==> run_1/placement_by_type.png <==
Drawn at 3 px/um. Fill, decap, tap and diode cells in grey.
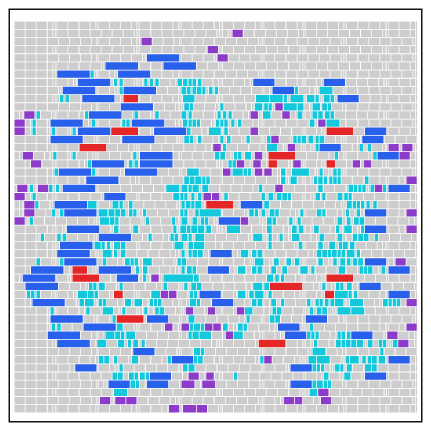
==> run_1/sizes.png <==
Drawn at 3 px/um.
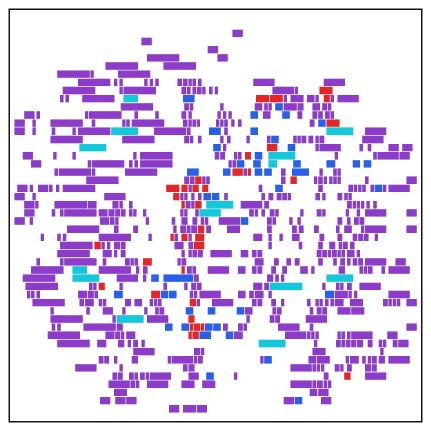
==> run_1/logic_types.png <==
Drawn at 3 px/um.
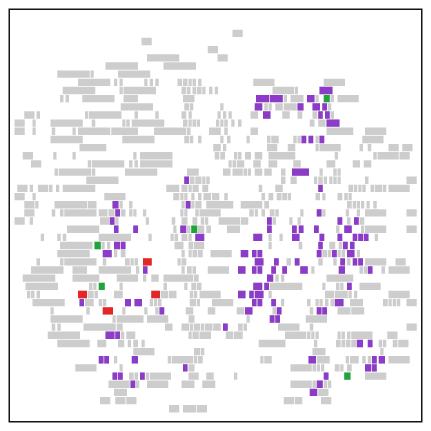
==> config.mk <==
export PLATFORM = sky130hd
export DESIGN_NAME = irrigation_scheduler
export DESIGN_NICKNAME = d
export VERILOG_FILES = /design/src/rtl/irrigation_scheduler.sv
export SDC_FILE = /design/constraint.sdc
export NUM_CORES = 1
export LEC_CHECK = 0
export ABC_AREA = 1
export CAP_MARGIN = 40
export CORE_UTILIZATION = 25
export DETAILED_ROUTE_END_ITERATION = 7
export PLACE_DENSITY = 0.41
export SYNTH_ARGS = -nofsm -noshare
export SYNTH_HDL_FRONTEND = slang
export SYNTH_SLANG_ARGS = --single-unit
==> constraint.sdc <==
create_clock -name clk -period 3.74 [get_ports clk]
set_clock_uncertainty 0.2 [all_clocks]
set_input_delay 0.561 -clock clk [delete_from_list [all_inputs] [get_ports clk]]
set_output_delay 0.561 -clock clk [all_outputs]
set_load 0.02 [all_outputs]
==> out/metrics.csv, run 1 <==
stage;metric;value;unit
critical_path;depth of the critical timing path with buffers and inverters included;20;
placement;post-place setup slack;-0.229;ns
critical_path;setup slack of the worst register-to-register path;0.35;ns
critical_path;library cell appearing most often on the critical path;sky130_fd_sc_hd__nand2_1;
clocking;clk slew on worst S/H paths;0.07;ns
critical_path;Critical Path Source Type;register;
critical_path;Crit path largest cell delay;0.38;ns
timing;worst-margin pin slew;0.745;ns
placement;count of input and output buffers;38;
global_routing;remaining global-route overflow;0;
hold_path;Hold Crit Depth;2;
placement;final estimated routing congestion in global placement;0.831;
critical_path;family with the most delay on the worst path;simple AND/OR/NAND/NOR gates;
timing;maximum clock frequency;0.295;GHz
clocking;CTS tree;built;
clocking;number of hold buffers added after cts;0;
yosys;Floorplan Nets;627;
global_routing;All-Layer GR Usage;15.3;%
drt;Routed wire per std cell;14.7;um
floorplanning;chip width;137;um
global_routing;antenna violations before repair;0;
yosys;YS chip area;4560;um^2
floorplanning;Tapcell Cnt;225;
global_routing;largest net degree at the start of global routing;23;
drt;antenna-violating nets left;0;
layout;ClkCell Share;5.53;%
critical_path;data required time of the worst path;3.78;ns
power;switching part of the total;45.2;%
timing;RSZ-0062 raised after global routing;false;
power;clock share of power;17.0;%
drt;number of DRC markers after the initial detailed-route iteration;138;
drt;met1 routed wirelength after detailed routing;6310;um
floorplanning;die outline height;137;um
yosys;Seq share, synth;43.1;%
yosys;cell total in the yosys stat output;594;
drt;WL met3;421;um
clocking;clock insertion delay at the later pin of the skew report;0.35;ns
critical_path;capturing element type of the critical path;register;
yosys;most popular library cell in the synthesized design by count;sky130_fd_sc_hd__nand2_1;
layout;number of flip-flops and latches;78;
yosys;Top cell area share;26.4;%
yosys;Mapped Area;4560;um^2
layout;Non-clock buffers, area share;11.5;%
drt;top metal layer carrying routed signals;met4;
power;share of power burned in registers;21.3;%
drt;routed length on met2;6140;um
clocking;Max Buffers Root-to-Sink;2;
hold_path;Tightest Hold Check Type;reg2reg;
global_routing;via count of the first global-routing pass;4062;
clocking;level count of the clock H-tree;3;
drt;routed vias/inst;4.55;
outcome;status;finished, final reports clean;
yosys;syn_area_per_cell;7.67;um^2
drt;number of detailed-route iterations in the first pass;4;
yosys;largest cells by area after synthesis;sky130_fd_sc_hd__edfxtp_1 (26%), sky130_fd_sc_hd__dfxtp_1 (17%), sky130_fd_sc_hd__nand2_1 (11%);
global_routing;met3 track utilization from global routing;4.00;%
layout;Logic cell area;2250;um^2
yosys;cell count after synthesis;594;
layout;multi-input gates;427;
timing;part of the cycle the worst path needs;90.6;%
yosys;synth unique cells;46;
layout;sequential standard cell area;1960;um^2
clocking;root buf cell;sky130_fd_sc_hd__clkbuf_16;
layout;most instantiated logic cells after routing;sky130_fd_sc_hd__nand2_1 (128), sky130_fd_sc_hd__nor2_1 (73), sky130_fd_sc_hd__inv_1 (62), sky130_fd_sc_hd__nand3_1 (48), sky130_fd_sc_hd__edfxtp_1 (40);
yosys;yosys warning tally;0;
About placement_by_type.png:
[purple] other buffers and delay cells | cells: 74 | share of their area: 12%
[red] clock drivers and dummy loads | cells: 16 | share of their area: 5.8%
[blue] flops | cells: 78 | share of their area: 36%
[cyan] combinational and other logic | cells: 500 | share of their area: 46%
Cell Rows: 48
Final Cell Area: 5750 um^2
Core Region: 17,500 um^2
flip-flop and latch share of the layout cell area: 34.1%
final cell utilization of the core: 32.8%

About sizes.png:
[blue] _3 and _4 cells | cells: 45
[cyan] _6 and larger | cells: 14
[purple] _0 and _1 cells | cells: 573
[red] _2 cells | cells: 36
min setup slack post-route: 0.351 ns
Area Growth Syn to Fin: 26.1%
Signal buffers: 74

About logic_types.png:
[purple] inverting AOI/OAI gates | cells: 111 | most used: a21oi_1
[red] AND-OR and OR-AND gates | cells: 4 | most used: a31o_2
[green] AND and OR gates | cells: 5 | most used: or2_2
share of cell area taken by multi-input logic gates: 39.2%
most instantiated logic cell after routing: sky130_fd_sc_hd__nand2_1
Layout Cells excl Fill: 893

==> run 1: logic make-up after synthesis <==
family	after synthesis	share of synthesized area, %
buf+inv	90	8.02
fa+ha+maj	10	2.75
flops	78	43.1
simple gates	291	28.4
xor+xnor	10	2.09
compound gates	115	15.7
==> run 1: metrics by stage <==
stage / cells / power (uW)
floorplan: 594 / 3320
global placement: 875 / 4530
detailed placement: 875 / 4550
CTS: 891 / 5510
global route: 893 / 6050
finish: 893 / 5520
==> run 1: power groups by stage <==
| stage | registers (uW) | logic [uW] | clock network, uW |
|---|---|---|---|
| detailed placement | 1200 | 3350 | 0 |
| global placement | 1200 | 3330 | 0 |
| finish | 1180 | 3410 | 937 |
| floorplan | 1200 | 2130 | 0 |
| CTS | 1180 | 3360 | 967 |
| global route | 1200 | 3850 | 1000 |
--- run 2 (diff from run 1) ---
--- a/config.mk
+++ b/config.mk
@@ -6,10 +6,10 @@
 export NUM_CORES = 1
 export LEC_CHECK = 0
 export ABC_AREA = 1
-export CAP_MARGIN = 40
 export CORE_UTILIZATION = 25
 export DETAILED_ROUTE_END_ITERATION = 7
 export PLACE_DENSITY = 0.41
 export SYNTH_ARGS = -nofsm -noshare
 export SYNTH_HDL_FRONTEND = slang
 export SYNTH_SLANG_ARGS = --single-unit
+export TNS_END_PERCENT = 30
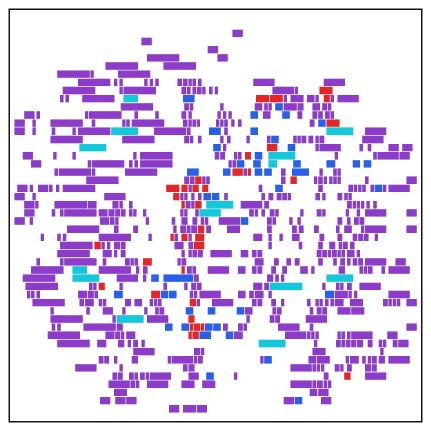
(run_2/sizes.png)
Drawn at 3 px/um.
[blue] _3 and _4 cells | cells: 45
[purple] _0 and _1 cells | cells: 573
[red] _2 cells | cells: 36
[cyan] _6 and larger | cells: 14

==> out/metrics.csv, run 2 <==
stage;metric;value;unit;change
layout;Layout Cells excl Fill;893;;unchanged
hold_path;Hold Crit Depth;2;;unchanged
placement;Detail Placement HPWL;10100;um;unchanged
timing;part of the cycle the worst path needs;90.6;%;unchanged
yosys;dominant kind of combinational cell;simple AND/OR/NAND/NOR gates;;unchanged
floorplanning;Cell Rows;48;;unchanged
yosys;yosys xor share;2.09;%;unchanged
layout;Area Growth Syn to Fin;26.1;%;unchanged
power;clock share of power;17.0;%;about the same
clocking;clk slew on worst S/H paths;0.07;ns;about the same
global_routing;largest net degree at the start of global routing;23;;unchanged
placement;post-place setup slack;-0.229;ns;unchanged
global_routing;via count of the first global-routing pass;4062;;unchanged
layout;most instantiated logic cell after routing;sky130_fd_sc_hd__nand2_1;;unchanged
yosys;most popular library cell in the synthesized design by count;sky130_fd_sc_hd__nand2_1;;unchanged
floorplanning;Core Region;17500;um^2;unchanged
drt;WL met3;421;um;unchanged
critical_path;capturing element type of the critical path;register;;unchanged
layout;final cell utilization of the core;32.8;%;unchanged
power;power in combinational cells;3410;uW;about the same
clocking;level count of the clock H-tree;3;;unchanged
yosys;cell total in the yosys stat output;594;;unchanged
drt;met1 routed wirelength after detailed routing;6310;um;unchanged
power;switching part of the total;45.2;%;unchanged
critical_path;Critical Path Source Type;register;;unchanged
yosys;yosys warning tally;0;;unchanged
critical_path;Crit path largest cell delay;0.38;ns;about the same
yosys;Mapped Area;4560;um^2;unchanged
yosys;flops & latches, synth;78;;unchanged
clocking;number of hold buffers added after cts;0;;unchanged
drt;top metal layer carrying routed signals;met4;;unchanged
clocking;Max Buffers Root-to-Sink;2;;unchanged
drt;number of DRC markers after the initial detailed-route iteration;138;;unchanged
timing;min setup slack post-route;0.351;ns;unchanged
yosys;cell count after synthesis;594;;unchanged
drt;antenna-violating nets left;0;;unchanged
layout;Final Cell Area;5750;um^2;unchanged
yosys;Top cell area share;26.4;%;unchanged
yosys;Compound Share, Synth;15.7;%;unchanged
yosys;post-synthesis mux area share;0;%;unchanged
placement;Cell Count Post-Placement;875;;unchanged
yosys;synth unique cells;46;;unchanged
power;leading power group;combinational logic;;unchanged
global_routing;most used routing layer;met2;;unchanged
critical_path;setup slack of the worst register-to-register path;0.35;ns;about the same
placement;final estimated routing congestion in global placement;0.831;;unchanged
global_routing;remaining global-route overflow;0;;unchanged
clocking;clock insertion delay at the later pin of the skew report;0.35;ns;about the same
yosys;Synth Area in Adders;2.75;%;unchanged
placement;count of input and output buffers;38;;unchanged
clocking;CTS tree;built;;unchanged
critical_path;data required time of the worst path;3.78;ns;about the same
yosys;YS chip area;4560;um^2;unchanged
power;share of power burned in registers;21.3;%;about the same
clocking;root buf cell;sky130_fd_sc_hd__clkbuf_16;;unchanged
yosys;largest cells by area after synthesis;sky130_fd_sc_hd__edfxtp_1 (26%), sky130_fd_sc_hd__dfxtp_1 (17%), sky130_fd_sc_hd__nand2_1 (11%);;unchanged
yosys;syn_area_per_cell;7.67;um^2;unchanged
drt;Routed wire per std cell;14.7;um;unchanged
drt;routed vias/inst;4.55;;unchanged
power;flip-flop and latch power;1180;uW;about the same
timing;worst-margin pin slew;0.745;ns;unchanged
drt;routed length on met2;6140;um;unchanged
power;Clock net power;937;uW;about the same
timing;RSZ-0062 raised after global routing;false;;unchanged
layout;most instantiated logic cells after routing;sky130_fd_sc_hd__nand2_1 (128), sky130_fd_sc_hd__nor2_1 (73), sky130_fd_sc_hd__inv_1 (62), sky130_fd_sc_hd__nand3_1 (48), sky130_fd_sc_hd__edfxtp_1 (40);;unchanged
global_routing;antenna violations before repair;0;;unchanged
drt;number of detailed-route iterations in the first pass;4;;unchanged
outcome;status;finished, final reports clean;;unchanged
floorplanning;die outline height;137;um;unchanged
power;overall power after layout;5520;uW;unchanged
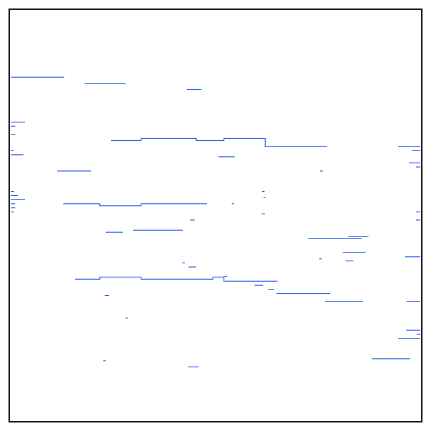
(run_2/layer_met3.png)
Drawn at 3 px/um.
nets with wire on the layer: 43
wire length on this layer: 421 um
main direction: horizontal
longest straight run: 23.9 um
routed wire length: 13,100 um
routed vias: 4,062
met3 track utilization from global routing: 4.00%

run 2: cell counts in the layout (fill, tap and decap cells not counted):
No cell type changed its count.
run 2: final cells by class:
| cell class | count | area (um^2) |
|---|---|---|
| fillers | 1890 | 11800 |
| multi-input cells | 427 | 2250 |
| flip-flops and latches | 78 | 1960 |
| repair buffers | 74 | 658 |
| well taps | 225 | 282 |
| inverters | 73 | 274 |
| clock buffers | 11 | 253 |
| clock inverters | 5 | 65.1 |
run 2: critical path: cells and delay by family, from the launching register on:
family / cells / cell delay [ns]
and+or+nand+nor: 14 / 1.63
DFF: 1 / 0.34
adders and majority gates: 1 / 0.38
buffers and inverters: 2 / 0.28
AOI/OAI and AO/OA: 2 / 0.22
xor gates and xnor gates: 1 / 0.22
Power is estimated from default activity; no workload was simulated.
